File: src/rtl/key_conditioner.sv
// key_conditioner
//
// Input stage ahead of the multiply/accumulate control block. Synchronises and
// debounces the raw pushbutton and switches, derives a toggle level and a
// one-cycle pulse from the update key, and range-checks the operand switches.
// A legal operand is offered downstream over a valid/ready handshake.
//
// Ports
//   i_clk          system clock
//   i_rst          synchronous reset, active-high
//   i_update_key   raw update pushbutton (asynchronous, bouncy)
//   i_cont_sw      raw run/stop switch
//   i_max_sw       raw operand switches, NUM_W bits
//   o_cont_set     debounced run/stop level
//   o_update       toggles on each debounced key press
//   o_update_pulse one-cycle pulse on each debounced key press
//   o_num_valid    operand offer valid
//   i_num_ready    downstream accepts operand
//   o_num_data     validated operand
//   o_warning      last captured operand was illegal (0 or above LIMIT_ONE)

module key_conditioner #(
  parameter int unsigned DEBOUNCE_CYCLES = 1_000_000,
  parameter int unsigned NUM_W           = 6,
  parameter int unsigned LIMIT_ONE       = 30
) (
  input  logic             i_clk,
  input  logic             i_rst,
  input  logic             i_update_key,
  input  logic             i_cont_sw,
  input  logic [NUM_W-1:0] i_max_sw,
  output logic             o_cont_set,
  output logic             o_update,
  output logic             o_update_pulse,
  output logic             o_num_valid,
  input  logic             i_num_ready,
  output logic [NUM_W-1:0] o_num_data,
  output logic             o_warning
);

  localparam int unsigned     CntW   = $clog2(DEBOUNCE_CYCLES + 1);
  localparam logic [CntW-1:0] CntMax = CntW'(DEBOUNCE_CYCLES);
  localparam logic [CntW-1:0] CntOne = CntW'(1);

  typedef enum logic [1:0] {
    StIdle,
    StCheck,
    StOffer
  } state_e;

  // ---------------------------------------------------------------------------
  // Two-flop synchronisers
  // ---------------------------------------------------------------------------
  logic             r_key_s1, r_key_s2;
  logic             r_cont_s1, r_cont_s2;
  logic [NUM_W-1:0] r_max_s1, r_max_s2;
  // Previous synchronised operand, used to restart the shared count on any change
  logic [NUM_W-1:0] r_max_last;

  always_ff @(posedge i_clk) begin
    if (i_rst) begin
      r_key_s1   <= 1'b0;
      r_key_s2   <= 1'b0;
      r_cont_s1  <= 1'b0;
      r_cont_s2  <= 1'b0;
      r_max_s1   <= '0;
      r_max_s2   <= '0;
      r_max_last <= '0;
    end else begin
      r_key_s1   <= i_update_key;
      r_key_s2   <= r_key_s1;
      r_cont_s1  <= i_cont_sw;
      r_cont_s2  <= r_cont_s1;
      r_max_s1   <= i_max_sw;
      r_max_s2   <= r_max_s1;
      r_max_last <= r_max_s2;
    end
  end

  // ---------------------------------------------------------------------------
  // Debounce: update key
  // ---------------------------------------------------------------------------
  logic            r_key_db;
  logic [CntW-1:0] r_key_cnt;
  logic [CntW-1:0] w_key_cnt_inc;

  always_comb begin
    w_key_cnt_inc = r_key_cnt + CntOne;
  end

  always_ff @(posedge i_clk) begin
    if (i_rst) begin
      r_key_db  <= 1'b0;
      r_key_cnt <= '0;
    end else if (r_key_s2 == r_key_db) begin
      r_key_cnt <= '0;
    end else if (w_key_cnt_inc == CntMax) begin
      r_key_db  <= r_key_s2;
      r_key_cnt <= '0;
    end else begin
      r_key_cnt <= w_key_cnt_inc;
    end
  end

  // ---------------------------------------------------------------------------
  // Debounce: run/stop switch
  // ---------------------------------------------------------------------------
  logic            r_cont_db;
  logic [CntW-1:0] r_cont_cnt;
  logic [CntW-1:0] w_cont_cnt_inc;

  always_comb begin
    w_cont_cnt_inc = r_cont_cnt + CntOne;
  end

  always_ff @(posedge i_clk) begin
    if (i_rst) begin
      r_cont_db  <= 1'b0;
      r_cont_cnt <= '0;
    end else if (r_cont_s2 == r_cont_db) begin
      r_cont_cnt <= '0;
    end else if (w_cont_cnt_inc == CntMax) begin
      r_cont_db  <= r_cont_s2;
      r_cont_cnt <= '0;
    end else begin
      r_cont_cnt <= w_cont_cnt_inc;
    end
  end

  // ---------------------------------------------------------------------------
  // Debounce: operand switches (one counter for the whole vector)
  // ---------------------------------------------------------------------------
  logic [NUM_W-1:0] r_max_db;
  logic [CntW-1:0]  r_max_cnt;
  logic [CntW-1:0]  w_max_cnt_next;

  // A fresh value counts as its first stable cycle; otherwise keep counting.
  always_comb begin
    w_max_cnt_next = (r_max_s2 != r_max_last) ? CntOne : (r_max_cnt + CntOne);
  end

  always_ff @(posedge i_clk) begin
    if (i_rst) begin
      r_max_db  <= '0;
      r_max_cnt <= '0;
    end else if (r_max_s2 == r_max_db) begin
      r_max_cnt <= '0;
    end else if (w_max_cnt_next == CntMax) begin
      r_max_db  <= r_max_s2;
      r_max_cnt <= '0;
    end else begin
      r_max_cnt <= w_max_cnt_next;
    end
  end

  // ---------------------------------------------------------------------------
  // Key press pulse and toggle level
  // ---------------------------------------------------------------------------
  logic r_key_db_d;
  logic r_update_pulse;
  logic r_update;
  logic w_key_rise;

  always_comb begin
    w_key_rise = r_key_db & ~r_key_db_d;
  end

  always_ff @(posedge i_clk) begin
    if (i_rst) begin
      r_key_db_d     <= 1'b0;
      r_update_pulse <= 1'b0;
      r_update       <= 1'b0;
    end else begin
      r_key_db_d     <= r_key_db;
      r_update_pulse <= w_key_rise;
      if (w_key_rise) begin
        r_update <= ~r_update;
      end
    end
  end

  // ---------------------------------------------------------------------------
  // Load FSM
  // ---------------------------------------------------------------------------
  state_e           r_state, w_state_d;
  logic [NUM_W-1:0] r_cap, w_cap_d;
  logic [NUM_W-1:0] r_num_data, w_num_data_d;
  logic             r_num_valid, w_num_valid_d;
  logic             r_warning, w_warning_d;
  logic             w_cap_illegal;

  always_comb begin
    w_cap_illegal = (r_cap == '0) || (32'(r_cap) > LIMIT_ONE);
  end

  always_ff @(posedge i_clk) begin
    if (i_rst) begin
      r_state     <= StIdle;
      r_cap       <= '0;
      r_num_data  <= '0;
      r_num_valid <= 1'b0;
      r_warning   <= 1'b0;
    end else begin
      r_state     <= w_state_d;
      r_cap       <= w_cap_d;
      r_num_data  <= w_num_data_d;
      r_num_valid <= w_num_valid_d;
      r_warning   <= w_warning_d;
    end
  end

  always_comb begin
    w_state_d     = r_state;
    w_cap_d       = r_cap;
    w_num_data_d  = r_num_data;
    w_num_valid_d = r_num_valid;
    w_warning_d   = r_warning;

    if (!r_cont_db) begin
      // Stop aborts whatever is in flight; no handshake completes.
      w_state_d     = StIdle;
      w_num_valid_d = 1'b0;
      w_warning_d   = 1'b0;
    end else begin
      unique case (r_state)
        StIdle: begin
          if (r_update_pulse) begin
            w_cap_d   = r_max_db;
            w_state_d = StCheck;
          end
        end
        StCheck: begin
          if (w_cap_illegal) begin
            w_warning_d  = 1'b1;
            w_num_data_d = '0;
            w_state_d    = StIdle;
          end else begin
            w_warning_d   = 1'b0;
            w_num_data_d  = r_cap;
            w_num_valid_d = 1'b1;
            w_state_d     = StOffer;
          end
        end
        StOffer: begin
          // Pulses arriving here are dropped; data stays put after acceptance.
          if (r_num_valid && i_num_ready) begin
            w_num_valid_d = 1'b0;
            w_state_d     = StIdle;
          end
        end
        default: begin
          w_state_d = StIdle;
        end
      endcase
    end
  end

  // ---------------------------------------------------------------------------
  // Outputs
  // ---------------------------------------------------------------------------
  always_comb begin
    o_cont_set     = r_cont_db;
    o_update       = r_update;
    o_update_pulse = r_update_pulse;
    o_num_valid    = r_num_valid;
    o_num_data     = r_num_data;
    o_warning      = r_warning;
  end

endmodule
File: config.mk
export PLATFORM = sky130hd
export DESIGN_NAME = key_conditioner
export DESIGN_NICKNAME = d
export VERILOG_FILES = /design/src/rtl/key_conditioner.sv
export SDC_FILE = /design/constraint.sdc
export NUM_CORES = 1
export LEC_CHECK = 0
export ABC_AREA = 1
export CAP_MARGIN = 20
export CELL_PAD_IN_SITES_DETAIL_PLACEMENT = 1
export CELL_PAD_IN_SITES_GLOBAL_PLACEMENT = 2
export CORE_MARGIN = 5
export CORE_UTILIZATION = 33
export CTS_BUF_LIST = sky130_fd_sc_hd__clkbuf_4
export DETAILED_ROUTE_END_ITERATION = 10
export DONT_BUFFER_PORTS = 1
export GPL_TIMING_DRIVEN = 1
export MAX_ROUTING_LAYER = met4
export PLACE_DENSITY_LB_ADDON = 0.1
export SYNTH_ARGS = -nofsm -noshare
export SYNTH_HDL_FRONTEND = slang
export SYNTH_SLANG_ARGS = --single-unit
File: constraint.sdc
create_clock -name i_clk -period 2 [get_ports i_clk]
set_input_delay 0.2 -clock i_clk [delete_from_list [all_inputs] [get_ports i_clk]]
set_output_delay 0.2 -clock i_clk [all_outputs]
set_load 0.02 [all_outputs]
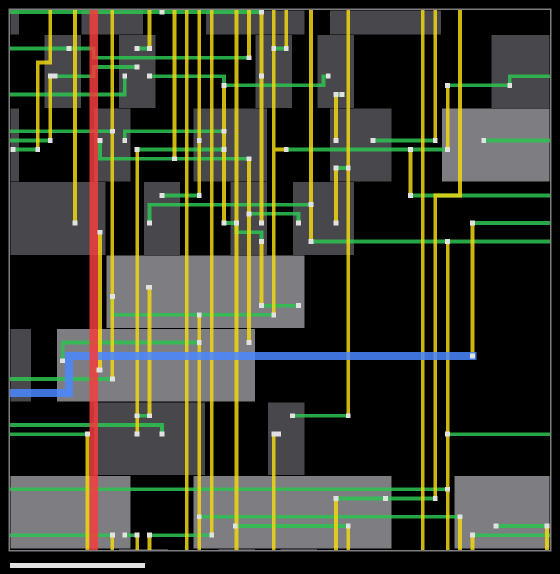
(run_1/detail.png)
Scale bar: 5 µm. Window x 59 to 79, y 87 to 107 µm. Cells in gray, sequential cells in the stronger gray; small squares are vias.
red -> metal 4
yellow -> metal 2
green -> metal 1
blue -> metal 3
netlist names of flops here include = r_key_cnt (2)
cells with their middle in the window = 19
most frequent = dfxtp_1 (5), nand2_1 (3), inv_1 (3)
sequential cells in the window = 5

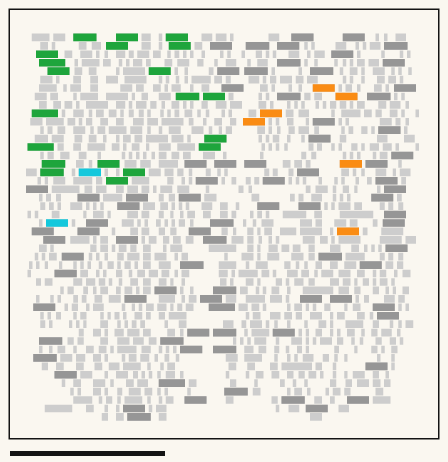
(run_1/flops_by_reg.png)
Scale bar: 50 µm. Other sequential cells in the stronger gray, the rest of the logic in the fainter gray.
cyan -> r_state  # sequential cells 2
green -> r_key_cnt  # sequential cells 20
orange -> r_max_db  # sequential cells 6, where top right
not colored = 81

==> reports/qor.log, run 1 <==
INFO  final_timing   maxSlewHeadroom=33.35%
INFO  synth          synth-cells-yosys=815
INFO  synth          post_synth_inst_count=815
INFO  floorplanning  std_cell_rows=46
INFO  route          m1_wire_length=8.131mm
INFO  worst_setup_path rrSetupSlack=-200ps
INFO  route          route.vias.total=5907
INFO  min_path       worstHoldPathType=in -> reg
INFO  final_timing   period_utilization_post_route=109.8%
INFO  power_and_ir_drop power.density_cell_area=445.6nW/µm²
INFO  worst_setup_path cp_cell_sequence=inv_1 > nor3_2 > nand2_1 > nor2_1 > nand2_1 > nand2_1 > nand3_2 > nor2_4 > nand3_4 > buf_12 > nand2_8 > nor2_2
INFO  synth          synth.most_common_cell=sky130_fd_sc_hd__nand2_1
INFO  route          highest_layer=met4
INFO  synth          top_cell_area_share=40.33%
INFO  power_and_ir_drop share_seq_of_total_power=57.8%
INFO  worst_setup_path critical_path.most_common_cell=sky130_fd_sc_hd__nand2_1
INFO  global_route   grtUsageTotal=19.71%
INFO  min_path       hold_path_startpoint=i_rst
INFO  worst_setup_path worst_setup_path_endpoint=r_key_cnt[0]
INFO  worst_setup_path crit_path_max_incr_delay=490ps
INFO  route          drt-wirelength-per-cell=15.77µm
INFO  flow_run       warning_count=29
INFO  finish         final_layout_top_logic_cell=sky130_fd_sc_hd__buf_4
INFO  synth          netlist.top_cell.by_area=sky130_fd_sc_hd__dfxtp_1
INFO  route          drt-initial-drc-count=171
INFO  synth          yosys.stat.chipArea=5410µm²
INFO  final_timing   timing_hold_violations_final=0
INFO  final_timing   rsz0062_at_grt=yes
INFO  synth          postSynthRegisterBits=109
INFO  finish         final_layout_top_logic_cells=sky130_fd_sc_hd__buf_4 (151), sky130_fd_sc_hd__nand2_1 (148), sky130_fd_sc_hd__inv_1 (125), sky130_fd_sc_hd__nor2_1 (107), sky130_fd_sc_hd__dfxtp_1 (80)
INFO  status         status=finished, violations left
INFO  clocking       cts.root.buffer_cell=sky130_fd_sc_hd__clkbuf_4
INFO  power_and_ir_drop power.share.switching=26.95%
INFO  worst_setup_path critical_path_peak_fanout=5
INFO  floorplanning  i_o_pins=22
INFO  placed_design  gp_congestion=0.8317
INFO  synth          synth.cells.most_frequent=sky130_fd_sc_hd__nand2_1 (183), sky130_fd_sc_hd__nor2_1 (169), sky130_fd_sc_hd__inv_1 (135), sky130_fd_sc_hd__dfxtp_1 (109), sky130_fd_sc_hd__nand3_1 (46)
INFO  finish         post-route-cell-area=8557µm²
INFO  finish         diodes=0
INFO  route          route.met3.wl=552µm
INFO  placed_design  io_buffer_count=0
INFO  floorplanning  floorplan.die.height=138.0µm
INFO  clocking       tritoncts=built
INFO  floorplanning  design.die.area=19060µm²
INFO  power_and_ir_drop powerClk=1.20mW
INFO  final_timing   final-max-slew-violation-count=0
INFO  power_and_ir_drop power-top-group=registers
INFO  worst_setup_path critical_path_top_delay_cell=sky130_fd_sc_hd__dfxtp_1
INFO  synth          synth_seq_share=40.33%
INFO  min_path       hold-path-endpoint=r_max_s2[5]
INFO  power_and_ir_drop p_comb_share=10.8%
INFO  synth          synth_area=5410µm²
INFO  final_timing   final_critical_path_setup_slack=-196.7ps
INFO  clocking       clock_sink_total=109
INFO  floorplanning  initCoreUtil=33.81%
INFO  worst_setup_path crit-reg2reg-capture=r_key_cnt[0]
INFO  synth          ys_async_sr_fraction=0%
INFO  power_and_ir_drop clkPwrFrac=31.4%
INFO  placed_design  placedCellCount=1137
INFO  global_route   grt_max_degree=25
INFO  floorplanning  core-area=16000µm²
INFO  floorplanning  die_w=138.0µm
INFO  global_route   first_global_vias=6262
INFO  synth          ff_type=sky130_fd_sc_hd__dfxtp_1
INFO  synth          synth_area_per_cell=6.638µm²
INFO  clocking       worstSkewPairLatency=500ps
INFO  clocking       clock_path_buffers=2
INFO  status         failed_checks=negative setup slack
INFO  route          drt_wl_total=19.59mm
INFO  finish         instances_no_fill=1242
INFO  synth          flip_flops_with_a_built_in_enable=0
INFO  synth          synth_warnings=0
INFO  power_and_ir_drop total_power=3.813mW
INFO  route          met2_length=10.48mm
INFO  worst_setup_path setup.worst_path.start_class=flop
INFO  final_timing   finalSetupViolCount=65
INFO  min_path       hold-path-cell-count=2
INFO  power_and_ir_drop internal_power_consumption=2.785mW
INFO  final_timing   max_slew.worst_pin.slew=999.7ps
INFO  clocking       cts_buffers=9
INFO  power_and_ir_drop power.leakage=3.578nW
INFO  worst_setup_path crit_path_end_kind=flop
INFO  route          vias_per_cell=4.756
INFO  worst_setup_path crit_type=reg -> reg
INFO  global_route   antenna_found_initial=0
INFO  synth          syn_nets=830
INFO  clocking       clkTransAtPathRegs=180ps
INFO  worst_setup_path crit_start=r_key_cnt[9]
INFO  route          firstDrtPassIters=4
INFO  global_route   gr-usage-met3=3.759%
INFO  power_and_ir_drop power.net_switching=1.028mW
INFO  placed_design  placement.cell_area=6511µm²
INFO  final_timing   finalSetupTns=-7476ps
INFO  flow_run       max_cap_violations=0
INFO  clocking       htreeDepth=3
INFO  worst_setup_path r2r_cells=12
INFO  route          detail_route.drc_violations=0
INFO  synth          post_synth_main_area_contributors=sky130_fd_sc_hd__dfxtp_1 (40%), sky130_fd_sc_hd__nand2_1 (13%), sky130_fd_sc_hd__nor2_1 (12%)
INFO  worst_setup_path worst-endpoint-arrival=2610ps
INFO  worst_setup_path timing.rr.start=r_key_cnt[9]
INFO  power_and_ir_drop p_seq=2.20mW
INFO  final_timing   timing.fmax=455.2MHz
INFO  power_and_ir_drop irDropWorstVdd=439.2µV
INFO  power_and_ir_drop powerComb=0.411mW
INFO  global_route   grt_first_pass_wirelength=30.44mm
INFO  global_route   grt_remaining_overflow=0
INFO  final_timing   worst_clock_skew=13.07ps
INFO  finish         synthToLayoutAreaGrowth=58.16%
INFO  route          final_antenna_net_count=0
INFO  final_timing   period_minus_slack=2197ps
INFO  global_route   gr-max-usage-layer=met2
INFO  finish         design.final.nets=1037
INFO  placed_design  dp.final_hpwl=12.10mm
INFO  finish         drive_gt1_share=40.35%
INFO  worst_setup_path timing.critical_path.required=2410ps
INFO  global_route   grt_use_met1=21.71%
INFO  global_route   grtUsageMet2=36.64%
INFO  synth          post_synth_num_cell_types=34
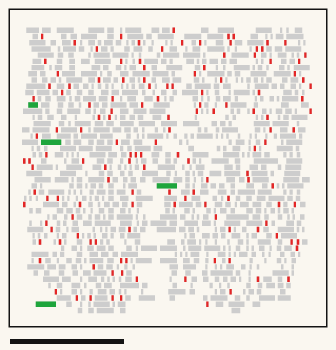
(run_1/logic_types.png)
Scale bar: 50 µm.
green -> adder and majority cells  # cells 4
red -> inverters  # cells 139, where all over the die

-- run 1: registers in the layout, summed over array words and instances (netlist names) --
name / count
o_cont_set: 1
o_num_data: 6
r_max_s1: 6
r_key_db_d: 1
o_update: 1
r_key_cnt: 20
r_cont_s1: 1
r_max_cnt: 20
r_max_last: 6
r_max_db: 6
r_cont_s2: 1
r_state: 2
r_key_db: 1
r_max_s2: 6
r_cont_cnt: 20
r_key_s1: 1
o_warning: 1
r_key_s2: 1
o_num_valid: 1
r_cap: 6
o_update_pulse: 1
-- run 1: per-stage QoR --
stage	utilization [%]	setup slack, ps	hold WS [ps]
after CTS	49.92	-108.9	245.6
after floorplan	-	1.351	307.0
after global placement	40.69	-169.3	273.7
after global routing	53.48	-281.2	225.9
after detailed placement	40.69	-233.9	276.5
final	53.48	-196.7	279.7
-- run 1: cells by family (layout without fill, tap and decap cells) --
family | Yosys count | after routing | synth area share [%]
compound gates | 51 | 51 | 4.903
xor+xnor | 27 | 27 | 4.371
fa+ha+maj | 4 | 4 | 0.9251
buf+inv | 152 | 360 | 11.26
flops | 109 | 109 | 40.33
simple gates | 472 | 475 | 38.21
-- run 1: timing repair --
item	in CTS	in global routing
hold endpoints to repair	30	0
hold buffers	25	0
pin swaps	31	47
setup endpoints to repair	68	68
gates resized	172	128
setup buffers	40	26
cloned	8	0
-- run 1: worst max-delay path, delay by kind of cell, from the launching register on --
family | cells | cell delay, ps
flops | 1 | 490
buf+inv | 2 | 330
simple gates | 10 | 1280
-- run 1: final cells by class --
class | instances | area, µm²
Clock buffer | 10 | 75.07
Inverter | 139 | 521.8
Fill cell | 2045 | 7443
Sequential cell | 109 | 2231
Timing Repair Buffer | 206 | 1805
Clock inverter | 5 | 60.06
Tap cell | 216 | 270.3
Multi-Input combinational cell | 557 | 3593
==> inputs of run 2 (changes only) <==
SLEW_MARGIN = 20   (was unset)
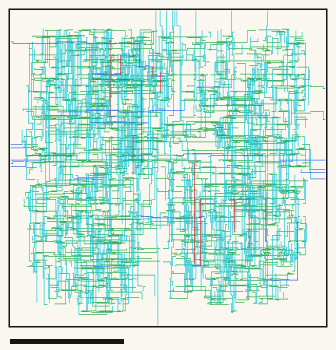
(run_2/wires.png)
Scale bar: 50 µm.
blue -> metal 3  # wire length 479 µm
green -> metal 1  # wire length 8080 µm
red -> metal 4  # wire length 268 µm
cyan -> metal 2  # wire length 10700 µm

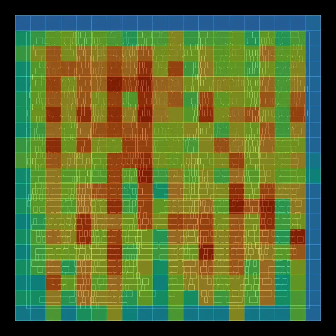
(run_2/congestion.png)
global-route usage over all layers: 19.71%
Routed wire per std cell: 15.69 µm

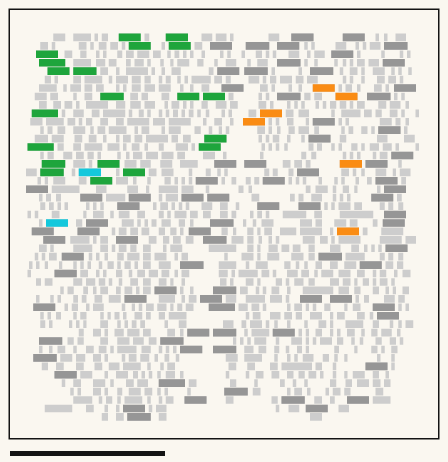
(run_2/flops_by_reg.png)
Scale bar: 50 µm. Other sequential cells in the stronger gray, the rest of the logic in the fainter gray.
green -> r_key_cnt  # sequential cells 20
orange -> r_max_db  # sequential cells 6, where top right
cyan -> r_state  # sequential cells 2

==> run 2 against run 1 <==
Compared with the run above:
- the flow still finishes with violations (negative setup slack)
- first-iteration DRC count fell by 1.2%
- area after synthesis did not move
- non-clock buffer count did not move
- critical path depth up 1
- utilization shrank 0.17 points
- sequential cell count unchanged
- hold slack better by 13 ps
- clock-buffer cell count unchanged
- critical path type unchanged
==> reports/qor.log, run 2 <==
INFO  synth          synth.cells.most_frequent=sky130_fd_sc_hd__nand2_1 (183), sky130_fd_sc_hd__nor2_1 (169), sky130_fd_sc_hd__inv_1 (135), sky130_fd_sc_hd__dfxtp_1 (109), sky130_fd_sc_hd__nand3_1 (46)
INFO  finish         num-nonclk-inverters=139 [unchanged]
INFO  worst_setup_path critical_path_peak_fanout=11 [+6]
INFO  worst_setup_path setup.worst_path.start_class=flop
INFO  floorplanning  core-area=16000µm² [unchanged]
INFO  power_and_ir_drop internal_power_consumption=2.786mW [about the same]
INFO  final_timing   finalSetupViolCount=66 [+1.5%]
INFO  global_route   grt_first_pass_wirelength=30.44mm [unchanged]
INFO  synth          yosys.stat.chipArea=5410µm² [unchanged]
INFO  route          final_antenna_net_count=0 [unchanged]
INFO  worst_setup_path crit_type=reg -> reg
INFO  finish         share_of_cell_area_taken_by_multi_input_logic_gates=41.76% [-0.23 points]
INFO  power_and_ir_drop p_comb_share=10.8% [about the same]
INFO  worst_setup_path crit-reg2reg-capture=r_cont_cnt[6]
INFO  finish         layout.non_clock_buffers=206 [unchanged]
INFO  min_path       hold-path-endpoint=r_max_s2[5]
INFO  worst_setup_path crit_path_end_kind=flop
INFO  final_timing   period_minus_slack=2165ps [-31.79 ps]
INFO  power_and_ir_drop clkPwrFrac=31.2% [-0.2 points]
INFO  synth          ys_async_sr_fraction=0% [unchanged]
INFO  worst_setup_path cp_cell_sequence=ha_4 > nand2_4 > nor2_4 > buf_6 > xor2_2 > nor3_2 > nand3_1 > nor2_2 > nand3b_1 > o21ai_2 > buf_6 > buf_8 > nor2_1
INFO  flow_run       max_cap_violations=0 [unchanged]
INFO  synth          synth_area_per_cell=6.638µm² [unchanged]
INFO  route          route.vias.total=5866 [-0.69%]
INFO  power_and_ir_drop power.net_switching=1.016mW [-1.1%]
INFO  min_path       hold-path-cell-count=2 [unchanged]
INFO  route          vias_per_cell=4.723 [-0.69%]
INFO  worst_setup_path rrSetupSlack=-160ps [+30 ps]
INFO  synth          synth-cells-yosys=815 [unchanged]
INFO  route          firstDrtPassIters=4 [unchanged]
INFO  finish         signal_buffer_area_fraction=21.21% [+0.11 points]
INFO  synth          netlist.top_cell.by_area=sky130_fd_sc_hd__dfxtp_1
INFO  finish         drive_gt1_share=39.96% [-0.39 points]
INFO  power_and_ir_drop powerComb=0.411mW [about the same]
INFO  status         status=finished, violations left
INFO  final_timing   timing_hold_violations_final=0 [unchanged]
INFO  finish         comb_cells=557 [unchanged]
INFO  placed_design  placement.cell_area=6511µm² [unchanged]
INFO  worst_setup_path timing.rr.start=r_cont_cnt[1]
INFO  flow_run       warning_count=29 [unchanged]
INFO  synth          synth.most_common_cell=sky130_fd_sc_hd__nand2_1
INFO  finish         final.clkbuf_count=10 [unchanged]
INFO  final_timing   worst_hold_slack=292.9ps [+13.21 ps]
INFO  finish         multiInputGateArea=3562µm² [-0.87%]
INFO  floorplanning  design.die.area=19060µm² [unchanged]
INFO  synth          synth_warnings=0 [unchanged]
INFO  min_path       hold_path_startpoint=i_rst
INFO  final_timing   period_utilization_post_route=108.2% [-1.6 points]
INFO  finish         diodes=0 [unchanged]
INFO  power_and_ir_drop irDropWorstVdd=414.9µV [-5.5%]
INFO  synth          syn_nets=830 [unchanged]
INFO  synth          top_cell_area_share=40.33% [unchanged]
INFO  min_path       worstHoldPathType=in -> reg
INFO  finish         nFillCells=2051 [+0.29%]
INFO  clocking       clkTransAtPathRegs=180ps [about the same]
INFO  clocking       worstSkewPairLatency=490ps [about the same]
INFO  finish         final_layout_top_logic_cells=sky130_fd_sc_hd__nand2_1 (150), sky130_fd_sc_hd__buf_4 (150), sky130_fd_sc_hd__inv_1 (125), sky130_fd_sc_hd__nor2_1 (107), sky130_fd_sc_hd__dfxtp_1 (80)
INFO  worst_setup_path r2r_cells=13 [+1]
INFO  worst_setup_path timing.critical_path.required=2390ps [-20 ps]
INFO  power_and_ir_drop share_seq_of_total_power=58.0% [+0.2 points]
INFO  power_and_ir_drop total_power=3.803mW [-0.27%]
INFO  worst_setup_path worst-endpoint-arrival=2550ps [-60 ps]
INFO  synth          post_synth_main_area_contributors=sky130_fd_sc_hd__dfxtp_1 (40%), sky130_fd_sc_hd__nand2_1 (13%), sky130_fd_sc_hd__nor2_1 (12%)
INFO  global_route   first_global_vias=6262 [unchanged]
INFO  finish         clk_share=1.584% [+0.0051 points]
INFO  synth          post_synth_inst_count=815 [unchanged]
INFO  final_timing   final_critical_path_setup_slack=-165.0ps [+31.79 ps]
INFO  finish         post-route-cell-area=8529µm² [-0.32%]
INFO  floorplanning  i_o_pins=22 [unchanged]
INFO  worst_setup_path timing.critical_path.buf_inv=3 [+1]
INFO  clocking       tritoncts=built
INFO  floorplanning  initCoreUtil=33.81% [unchanged]
INFO  final_timing   timing.fmax=461.9MHz [+1.5%]
INFO  final_timing   rsz0062_at_grt=yes
INFO  final_timing   final-max-slew-violation-count=0 [unchanged]
INFO  synth          synth_seq_share=40.33% [unchanged]
INFO  synth          flip_flops_with_a_built_in_enable=0 [unchanged]
INFO  power_and_ir_drop power-top-group=registers
INFO  global_route   grt_max_degree=25 [unchanged]
INFO  worst_setup_path critical_path_top_delay_cell=sky130_fd_sc_hd__dfxtp_2
INFO  placed_design  placedCellCount=1137 [unchanged]
INFO  floorplanning  die_w=138.0µm [unchanged]
INFO  finish         layout.sequential_cells=109 [unchanged]
INFO  global_route   antenna_found_initial=0 [unchanged]
INFO  power_and_ir_drop p_seq=2.20mW [about the same]
INFO  finish         instances_no_fill=1242 [unchanged]
INFO  final_timing   max_slew.worst_pin.slew=401.8ps [-597.9 ps]
INFO  placed_design  dp.final_hpwl=12.10mm [unchanged]
INFO  worst_setup_path crit_path_max_incr_delay=390ps [-100 ps]
INFO  worst_setup_path delay_heaviest_family_cp=simple AND/OR/NAND/NOR gates
INFO  clocking       cts.root.buffer_cell=sky130_fd_sc_hd__clkbuf_4
INFO  clocking       cts_buffers=9 [unchanged]
INFO  global_route   grt_remaining_overflow=0 [unchanged]
INFO  clocking       clock_path_buffers=2 [unchanged]
INFO  synth          synth_area=5410µm² [unchanged]
INFO  status         failed_checks=negative setup slack
INFO  power_and_ir_drop power.share.switching=26.73% [-0.23 points]
INFO  final_timing   worst_clock_skew=14.67ps [+1.593 ps]
INFO  finish         dominant-cell-class=multi-input combinational cells
[run 2: cell counts in the layout (fill, tap and decap cells not counted)]
Identical to the previous run, type by type.
[run 2: per-stage QoR]
step | setup TNS [ps] | utilization, % | setup slack (ps)
final | -7001 | 53.31 | -165.0
after global placement | -8102 | 40.69 | -169.3
after CTS | -4376 | 49.92 | -108.9
after detailed placement | -13420 | 40.69 | -233.9
after global routing | -15450 | 53.31 | -281.2
after floorplan | 0 | - | 1.351
[run 2: metal layers]
metal | part of all wire (%) | up-vias | track usage, %
met4 | 1.4 | 0 | 4.576
met5 | 0 | - | -
met2 | 55 | 70 | 36.64
li1 | - | 2936 | -
met3 | 2.5 | 26 | 3.759
met1 | 41 | 2834 | 21.71
[run 2: timing repair]
| item | CTS | global route |
|---|---|---|
| resized | 172 | 121 |
| endpoints found under the hold margin | 30 | 0 |
| gates cloned | 8 | 0 |
| endpoints found under the setup margin | 68 | 68 |
| hold buffers | 25 | 0 |
| pin swaps | 31 | 48 |
| setup buffers | 40 | 25 |
[run 2: logic make-up after synthesis]
| kind of cell | count (synthesis) | share of synthesized area (%) |
|---|---|---|
| flops | 109 | 40.33 |
| simple gates | 472 | 38.21 |
| xor+xnor | 27 | 4.371 |
| compound gates | 51 | 4.903 |
| fa+ha+maj | 4 | 0.9251 |
| buf+inv | 152 | 11.26 |
[run 2: worst max-delay path by stage]
stage                     depth (start not counted)            end          start  slack (ps)
after global placement                           14   r_max_cnt[6]    r_max_s2[4]        -170
final                                            13  r_cont_cnt[6]  r_cont_cnt[1]        -160
after CTS                                        18  r_max_cnt[11]    r_max_s2[4]        -110
after detailed placement                         12   r_max_cnt[1]   r_max_cnt[1]        -230
after floorplan                                  13   r_key_cnt[8]   r_key_cnt[0]           1
after global routing                             15   r_max_cnt[9]   r_max_cnt[9]        -280
Power and IR drop assume default switching activity.
